<file path="src/rtl/uart_transmitter.sv">
// UART 8N1 transmitter with a small byte FIFO in front of it.
// Bytes come in over a valid/ready handshake and are shifted out LSB first.
// An internal baud counter sets the bit timing, so no divided clock is needed.
module uart_transmitter #(
    parameter  int CLOCKS_PER_BIT = 625,
    parameter  int FIFO_DEPTH     = 4,
    localparam int PTR_W          = $clog2(FIFO_DEPTH),
    localparam int LVL_W          = PTR_W + 1
) (
    input  logic             clock_72mhz,
    input  logic             reset,
    input  logic [7:0]       tx_data,
    input  logic             tx_valid,
    output logic             tx_ready,
    output logic             uart_tx,
    output logic             busy,
    output logic [LVL_W-1:0] fifo_level
);

    // The counter is 11 bits wide, which covers the largest legal bit period (2047).
    localparam int CNT_W = 11;

    typedef enum logic [1:0] {
        S_IDLE,
        S_START,
        S_DATA,
        S_STOP
    } state_t;

    logic [7:0]       r_mem [FIFO_DEPTH];
    logic [PTR_W-1:0] r_wr_ptr;
    logic [PTR_W-1:0] r_rd_ptr;
    logic [LVL_W-1:0] r_level;

    state_t           r_state;
    logic [7:0]       r_shift;
    logic [2:0]       r_bit_idx;
    logic [CNT_W-1:0] r_baud_cnt;
    logic             r_uart_tx;
    logic             r_busy;

    logic w_push;
    logic w_pop;
    logic w_bit_end;
    logic w_nonempty;

    // tx_ready is combinational so a producer sees space on the same cycle it frees up.
    assign tx_ready   = !reset && (r_level != LVL_W'(FIFO_DEPTH));
    assign w_push     = tx_valid && tx_ready;
    assign w_nonempty = (r_level != '0);
    assign w_bit_end  = (r_baud_cnt == CNT_W'(CLOCKS_PER_BIT - 1));
    // The head byte leaves the FIFO whenever the FSM heads into a start bit.
    assign w_pop      = w_nonempty &&
                        ((r_state == S_IDLE) || ((r_state == S_STOP) && w_bit_end));

    assign uart_tx    = r_uart_tx;
    assign busy       = r_busy;
    assign fifo_level = r_level;

    // Write the accepted byte into FIFO storage.
    // NOTE: storage has no reset; only pointers and level need a known value, and
    // leaving the array out of reset lets it map onto plain registers or LUT RAM.
    always_ff @(posedge clock_72mhz) begin
        if (w_push) begin
            r_mem[r_wr_ptr] <= tx_data;
        end
    end

    // Advance FIFO pointers and keep the level in step with push and pop.
    // NOTE: every register update uses <= so all state reads see pre-edge values.
    always_ff @(posedge clock_72mhz or posedge reset) begin
        if (reset) begin
            r_wr_ptr <= '0;
            r_rd_ptr <= '0;
            r_level  <= '0;
        end else begin
            if (w_push) begin
                r_wr_ptr <= r_wr_ptr + PTR_W'(1);
            end
            if (w_pop) begin
                r_rd_ptr <= r_rd_ptr + PTR_W'(1);
            end
            case ({w_push, w_pop})
                2'b10:   r_level <= r_level + LVL_W'(1);
                2'b01:   r_level <= r_level - LVL_W'(1);
                default: r_level <= r_level;
            endcase
        end
    end

    // Frame sequencer: start bit, eight data bits LSB first, one stop bit.
    always_ff @(posedge clock_72mhz or posedge reset) begin
        if (reset) begin
            r_state    <= S_IDLE;
            r_shift    <= '0;
            r_bit_idx  <= '0;
            r_baud_cnt <= '0;
            r_uart_tx  <= 1'b1;
            r_busy     <= 1'b0;
        end else begin
            case (r_state)
                S_IDLE: begin
                    r_baud_cnt <= '0;
                    r_uart_tx  <= 1'b1;
                    if (w_nonempty) begin
                        r_shift   <= r_mem[r_rd_ptr];
                        r_state   <= S_START;
                        r_uart_tx <= 1'b0;
                    end
                end
                S_START: begin
                    if (w_bit_end) begin
                        r_baud_cnt <= '0;
                        r_bit_idx  <= '0;
                        r_state    <= S_DATA;
                        r_uart_tx  <= r_shift[0];
                    end else begin
                        r_baud_cnt <= r_baud_cnt + CNT_W'(1);
                    end
                end
                S_DATA: begin
                    if (w_bit_end) begin
                        r_baud_cnt <= '0;
                        if (r_bit_idx == 3'd7) begin
                            r_state   <= S_STOP;
                            r_uart_tx <= 1'b1;
                        end else begin
                            r_bit_idx <= r_bit_idx + 3'd1;
                            r_shift   <= r_shift >> 1;
                            r_uart_tx <= r_shift[1];
                        end
                    end else begin
                        r_baud_cnt <= r_baud_cnt + CNT_W'(1);
                    end
                end
                S_STOP: begin
                    if (w_bit_end) begin
                        r_baud_cnt <= '0;
                        if (w_nonempty) begin
                            // Back-to-back frame: no idle gap after the stop bit.
                            r_shift   <= r_mem[r_rd_ptr];
                            r_state   <= S_START;
                            r_uart_tx <= 1'b0;
                        end else begin
                            r_state <= S_IDLE;
                        end
                    end else begin
                        r_baud_cnt <= r_baud_cnt + CNT_W'(1);
                    end
                end
                default: begin
                    r_state   <= S_IDLE;
                    r_uart_tx <= 1'b1;
                end
            endcase

            // busy rises with any new work and falls only when the last stop bit
            // ends with nothing queued and nothing arriving.
            if (w_push || w_pop) begin
                r_busy <= 1'b1;
            end else if ((r_state == S_STOP) && w_bit_end) begin
                r_busy <= 1'b0;
            end
        end
    end

endmodule
</file>
<file path="config.mk">
export PLATFORM = sky130hd
export DESIGN_NAME = uart_transmitter
export DESIGN_NICKNAME = d
export VERILOG_FILES = /design/src/rtl/uart_transmitter.sv
export SDC_FILE = /design/constraint.sdc
export NUM_CORES = 1
export LEC_CHECK = 0
export CORE_MARGIN = 3
export CORE_UTILIZATION = 40
export DETAILED_ROUTE_END_ITERATION = 12
export HOLD_SLACK_MARGIN = 0.12
export MAX_ROUTING_LAYER = met4
export SLEW_MARGIN = 20
export SYNTH_ARGS = -nofsm -noshare
export SYNTH_HDL_FRONTEND = slang
export SYNTH_SLANG_ARGS = --single-unit
</file>
<file path="constraint.sdc">
create_clock -name clock_72mhz -period 2.2 [get_ports clock_72mhz]
set_input_delay 0.44 -clock clock_72mhz [delete_from_list [all_inputs] [get_ports clock_72mhz]]
set_output_delay 0.44 -clock clock_72mhz [all_outputs]
set_load 0.005 [all_outputs]
</file>
Fig. 1: run 1, selected gate families
Drawn at 3 px/um.
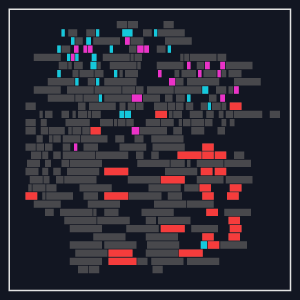
Red shows mux cells, cells 27. Magenta shows nand cells, cells 19. Cyan shows nor cells, cells 24.

Fig. 2: run 1, ports around the boundary
Drawn at 4 px/um. Pins as bars across the die edge, other pins in grey.
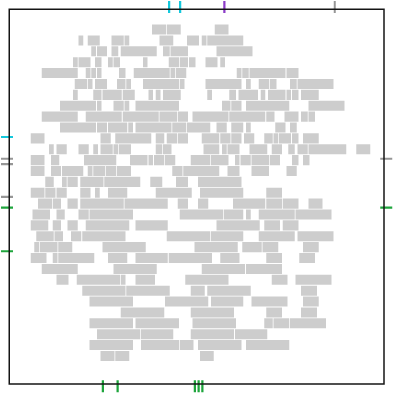
Purple shows busy, pins 1, direction output, edge top. Cyan shows fifo_level, pins 3, direction output, edge 2 top, 1 left. Green shows tx_data, pins 8, direction input, edge 5 bottom, 2 left, 1 right.
All pins by edge: 6 left, 5 bottom, 4 top, 2 right.

==> results.toml, run 1 <==
# yosys + openroad results
[status]
status = "completed"

[logic_synthesis]
top_area_share_pct = 31.5
edf_count = 32
async_flop_share_pct = 50.8
yosysChipArea_um2 = 3050
yosys_warnings = 0
yosysSeqAreaShare_pct = 58.7

[min_path]
hold_end = "r_shift[3]$_DFFE_PP0P_"
min_from = "r_shift[3]$_DFFE_PP0P_"

[final_timing]
fin_tns_setup_ns = 0
fin_crit_ns = 2.13
final_hold_viol_count = 0

[global_route]
grt_pass1_vias = 1781
antenna_found_initial = 0
globalRoute.totalOverflow = 0
grt_max_degree = 34

[layout]
fin_nets = 296
drive_gt1_share_pct = 28.8

[routing]
first_pass_iters = 4
wire_per_inst_um = 14.0
vias = 1828
post_drt_via_cell_ratio = 4.90

[power]
powerDensity_nw_per_um2 = 1270
swShare_pct = 30.6
pwr-share-clk_pct = 23.3
leakage_nw = 1.52
power_mw = 4.76

[setup_path]
r2r-start = "r_baud_cnt[3]$_DFF_PP0_"
max_stage_delay_ns = 0.49
critPathLaunchType = "primary input"

[die]
initial_core_util_pct = 41.6
die_w_um = 93.3

[clock_tree]
cts_buffer_depth = 2
clkSinkCount = 65
clk_pin_slew_ns = 0.07
clockRootBuffer = "clkbuf_8"

[placed_design]
finalWeightedCongestion = 0.776
dp_hpwl_mm = 3.67
Fig. 3: run 1, a small window of the routed layout
Window x 34 to 59, y 15 to 40 um. Cells in grey, sequential cells in the stronger grey; small squares are vias.
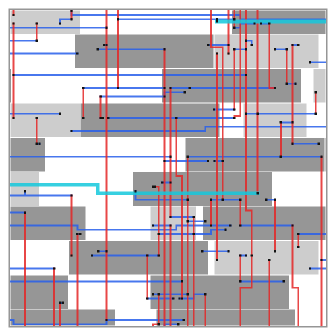
Blue shows M1. Red shows M2. Cyan shows M3.
Sequential cells in the window: 10. Netlist names of flops here include r_mem (10). 16 logic cells have their middle in the window. Most frequent: edfxtp_1 (10), mux4_2 (4).

[run 1: power groups by stage]
stage	Clock [mW]	Sequential (mW)	Combinational (mW)
after floorplan	0	1.75	1.32
after global placement	0	1.80	1.79
after detailed placement	0	1.81	1.81
after CTS	1.14	1.79	1.85
after global routing	1.20	1.82	2.09
final	1.11	1.78	1.87
[run 1: logic make-up (layout without fill, tap and decap cells)]
family	after synthesis	after routing	synth area share (%)
flops	65	65	58.7
buf+inv	22	78	3.69
compound gates	20	20	4.43
simple gates	53	53	9.07
xor+xnor	15	15	4.31
mux	27	27	13.0
fa+ha+maj	16	16	6.81
[run 1: Yosys cell counts (2+ instances only)]
library cell,n
inv_1,16
clkbuf_1,2
dfrtp_1,32
a22oi_1,2
mux2_2,18
edfxtp_1,32
o21ai_0,6
a211oi_1,2
buf_6,4
mux4_2,7
xnor2_1,12
and3_1,5
nand3_1,8
nor2_1,17
nor2b_1,2
xor2_1,3
nand2_1,7
ha_1,15
nor3_1,3
a21oi_1,2
[run 1: critical path: cells and delay by family]
family	cells	cell delay [ns]
buffers and inverters	3	1.06
AOI/OAI and AO/OA	1	0.18
[run 1: metrics by stage]
step                      setup slack [ns]  utilization (%)  cell area [um^2]  hold WS (ns)
final                               0.0746             51.1              3750         0.507
after global routing               -0.0728             51.1              3750         0.523
after floorplan                     0.0238                -              3050         0.475
after global placement             -0.0424             47.4              3470         0.487
after detailed placement           -0.0938             47.4              3470         0.490
after CTS                         0.000444             50.8              3720         0.507
[run 1: timing repair]
action | in CTS | in global routing
endpoints found under the setup margin | 1 | 2
pin swaps | 2 | 5
resized | 3 | 2
setup buffers | 2 | 2
[run 1: state kept, by name (all words and copies together) (netlist names)]
signal,cells
r_state,2
r_bit_idx,3
busy,1
r_shift,8
r_rd_ptr,2
uart_tx,1
fifo_level,3
r_baud_cnt,11
r_wr_ptr,2
r_mem,32
[run 1: how the worst max path moves through the flow]
stage	from	end
floorplan	r_baud_cnt[0]$_DFF_PP0_	fifo_level[2]$_DFFE_PP0P_
global placement	reset	fifo_level[2]$_DFFE_PP0P_
detailed placement	reset	fifo_level[2]$_DFFE_PP0P_
CTS	r_baud_cnt[0]$_DFF_PP0_	fifo_level[2]$_DFFE_PP0P_
global route	r_baud_cnt[0]$_DFF_PP0_	fifo_level[2]$_DFFE_PP0P_
finish	reset	tx_ready
[run 1: metal layers]
layer  track usage (%)  up-vias  share of wire, %
met5                 -        -                 0
met4              5.49        0              0.56
met3              3.38        4               3.3
met2              19.4       28                47
met1              19.4      903                49
li1                  -      893                 -
[run 1: final cells by class]
| type | instances | area, um^2 | share of cell area, % |
|---|---|---|---|
| sequential | 65 | 1790 | 47.7 |
| multi-input combinational | 131 | 1170 | 31.2 |
| timing repair buffer | 46 | 385 | 10.3 |
| clock buffer | 11 | 141 | 3.77 |
| tap | 99 | 124 | 3.30 |
| clock inverter | 5 | 80.1 | 2.14 |
| inverter | 16 | 60.1 | 1.60 |
Fig. 4: run 1, routing congestion
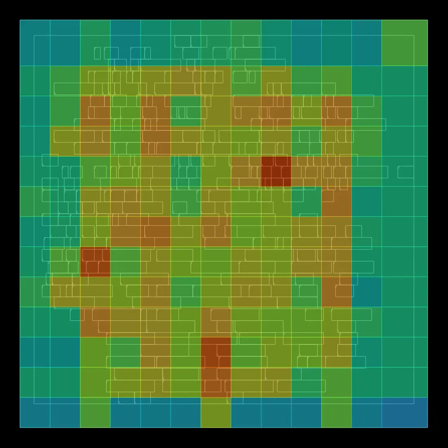

==> inputs of run 2 (changes only) <==
--- a/config.mk
+++ b/config.mk
@@ -5,11 +5,11 @@
 export SDC_FILE = /design/constraint.sdc
 export NUM_CORES = 1
 export LEC_CHECK = 0
-export CORE_MARGIN = 3
 export CORE_UTILIZATION = 40
 export DETAILED_ROUTE_END_ITERATION = 12
 export HOLD_SLACK_MARGIN = 0.12
 export MAX_ROUTING_LAYER = met4
+export SKIP_LAST_GASP = 1
 export SLEW_MARGIN = 20
 export SYNTH_ARGS = -nofsm -noshare
 export SYNTH_HDL_FRONTEND = slang
Fig. 5: run 2, routing congestion
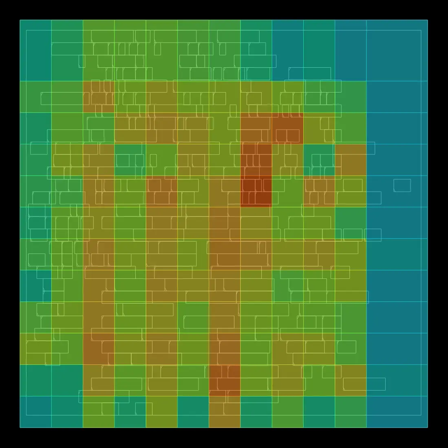
layer with the highest usage: met2
GRT met1 Usage: 20.5%
Total Routing Usage GR: 15.7%
global routing usage on met3: 4.16%

Fig. 6: run 2, where the registers sit
Drawn at 3 px/um.
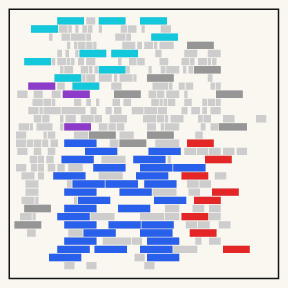
Blue shows r_mem, flops 32. Purple shows fifo_level, flops 3. Red shows r_shift, flops 8. Cyan shows r_baud_cnt, flops 11.
Another 11 sequential cells are not coloured.

==> results.toml, run 2 <==
# yosys + openroad results
[routing]
first_pass_iters = 4
wire_per_inst_um = 14.2
vias = 1808
post_drt_via_cell_ratio = 4.87

[power]
power_mw = 4.51
leakage_nw = 1.49
powerDensity_nw_per_um2 = 1220

[placed_design]
finalWeightedCongestion = 0.774
place_area_um2 = 3460
dp_hpwl_mm = 3.59

[logic_synthesis]
yosysChipArea_um2 = 3050
async_flop_share_pct = 50.8
fp_nets = 245
synthTopCellsByCount = "dfrtp_1, edfxtp_1, mux2_2"
yosysTopAreaCell = "edfxtp_1"
yosys_warnings = 0
top_area_share_pct = 31.5
edf_count = 32
yosysSeqAreaShare_pct = 58.7

[final_timing]
final_hold_viol_count = 0
fin_crit_ns = 2.15
worst_slew_pin_slew_ns = 0.446
timing.final.max_slew_violations = 0

[status]
status = "completed"

[layout]
largest_reg_flops = 32
fin_nets = 294
top_regs = "r_mem (32), r_baud_cnt (11), r_shift (8)"
fin_area_um2 = 3680
largest_register = "r_mem"
drive_gt1_share_pct = 28.3
logic_area_um2 = 1180

[global_route]
globalRoute.totalOverflow = 0
grt_pass1_vias = 1767
antenna_found_initial = 0
grt_max_degree = 34

[clock_tree]
clk_pin_slew_ns = 0.06
clkSinkCount = 65
clockRootBuffer = "clkbuf_8"

[setup_path]
critPathLaunchType = "register"
cp_top_family = "buffers and inverters"
cp_num_buf_inv = 3

[die]
die_w_um = 89.3
-- run 2: final timing paths --
check	from	to	slack [ns]	cells after the start
min in group asynchronous	reset	r_wr_ptr[0]$_DFFE_PP0P_	0.53	3
hold reg to reg	r_rd_ptr[0]$_DFFE_PP0P_	r_rd_ptr[0]$_DFFE_PP0P_	0.50	1
setup / recovery	fifo_level[1]$_DFFE_PP0P_	tx_ready	0.05	4
setup reg to reg	r_baud_cnt[0]$_DFF_PP0_	fifo_level[2]$_DFFE_PP0P_	0.11	11
max in group asynchronous	reset	uart_tx$_DFFE_PP1P_	1.32	3
hold / removal	r_rd_ptr[0]$_DFFE_PP0P_	r_rd_ptr[0]$_DFFE_PP0P_	0.50	1
-- run 2: cell families (layout without fill, tap and decap cells) --
kind of cell	Yosys count	in the layout	share of synthesized area, %
AOI/OAI and AO/OA	20	20	4.43
xor gates and xnor gates	15	15	4.31
adders and majority gates	16	16	6.81
buffers and inverters	22	76	3.69
DFF	65	65	58.7
muxes	27	27	13.0
and+or+nand+nor	53	53	9.07
-- run 2: per-stage QoR --
| step | util, % | hold slack (ns) | TNS [ns] | cells | setup slack [ns] |
|---|---|---|---|---|---|
| after floorplan | - | 0.475 | 0 | 218 | 0.0238 |
| after global placement | 47.4 | 0.486 | -0.0473 | 351 | -0.0473 |
| after detailed placement | 47.4 | 0.480 | -0.0908 | 351 | -0.0908 |
| after CTS | 50.2 | 0.492 | 0 | 370 | 0.00904 |
| after global routing | 50.5 | 0.520 | -0.107 | 371 | -0.0626 |
| final | 50.5 | 0.495 | 0 | 371 | 0.0491 |
-- run 2: layout make-up --
cell class              count  area share [%]
repair buffers             44            10.1
flip-flops and latches     65            48.5
clock inverters             5           0.917
multi-input cells         131            31.9
well taps                  99            3.36
inverters                  16            1.63
clock buffers              11            3.57
-- run 2: where the power goes --
part           switching, mW  internal [mW]  leakage (nW)
Clock                  0.449          0.407        0.0809
Sequential             0.210           1.58         0.698
Combinational          0.811           1.06         0.711
Total                   1.47           3.04          1.49
-- run 2: timing repair --
| item | 4_1_cts | 5_1_grt |
|---|---|---|
| gates resized | 3 | 3 |
| pin swaps | 4 | 3 |
| setup endpoints to repair | 2 | 3 |
| setup buffers | 3 | 1 |
| gates cloned | 0 | 0 |
-- run 2: layer usage --
metal / routed length (um) / GRT usage, % / part of all wire [%]
met5: 0 / - / 0
met4: 114 / 7.79 / 2.2
met3: 145 / 4.16 / 2.7
met2: 2390 / 22.6 / 45
met1: 2630 / 20.5 / 50
Power figures rest on the tool's default switching activity, not on a simulated workload.
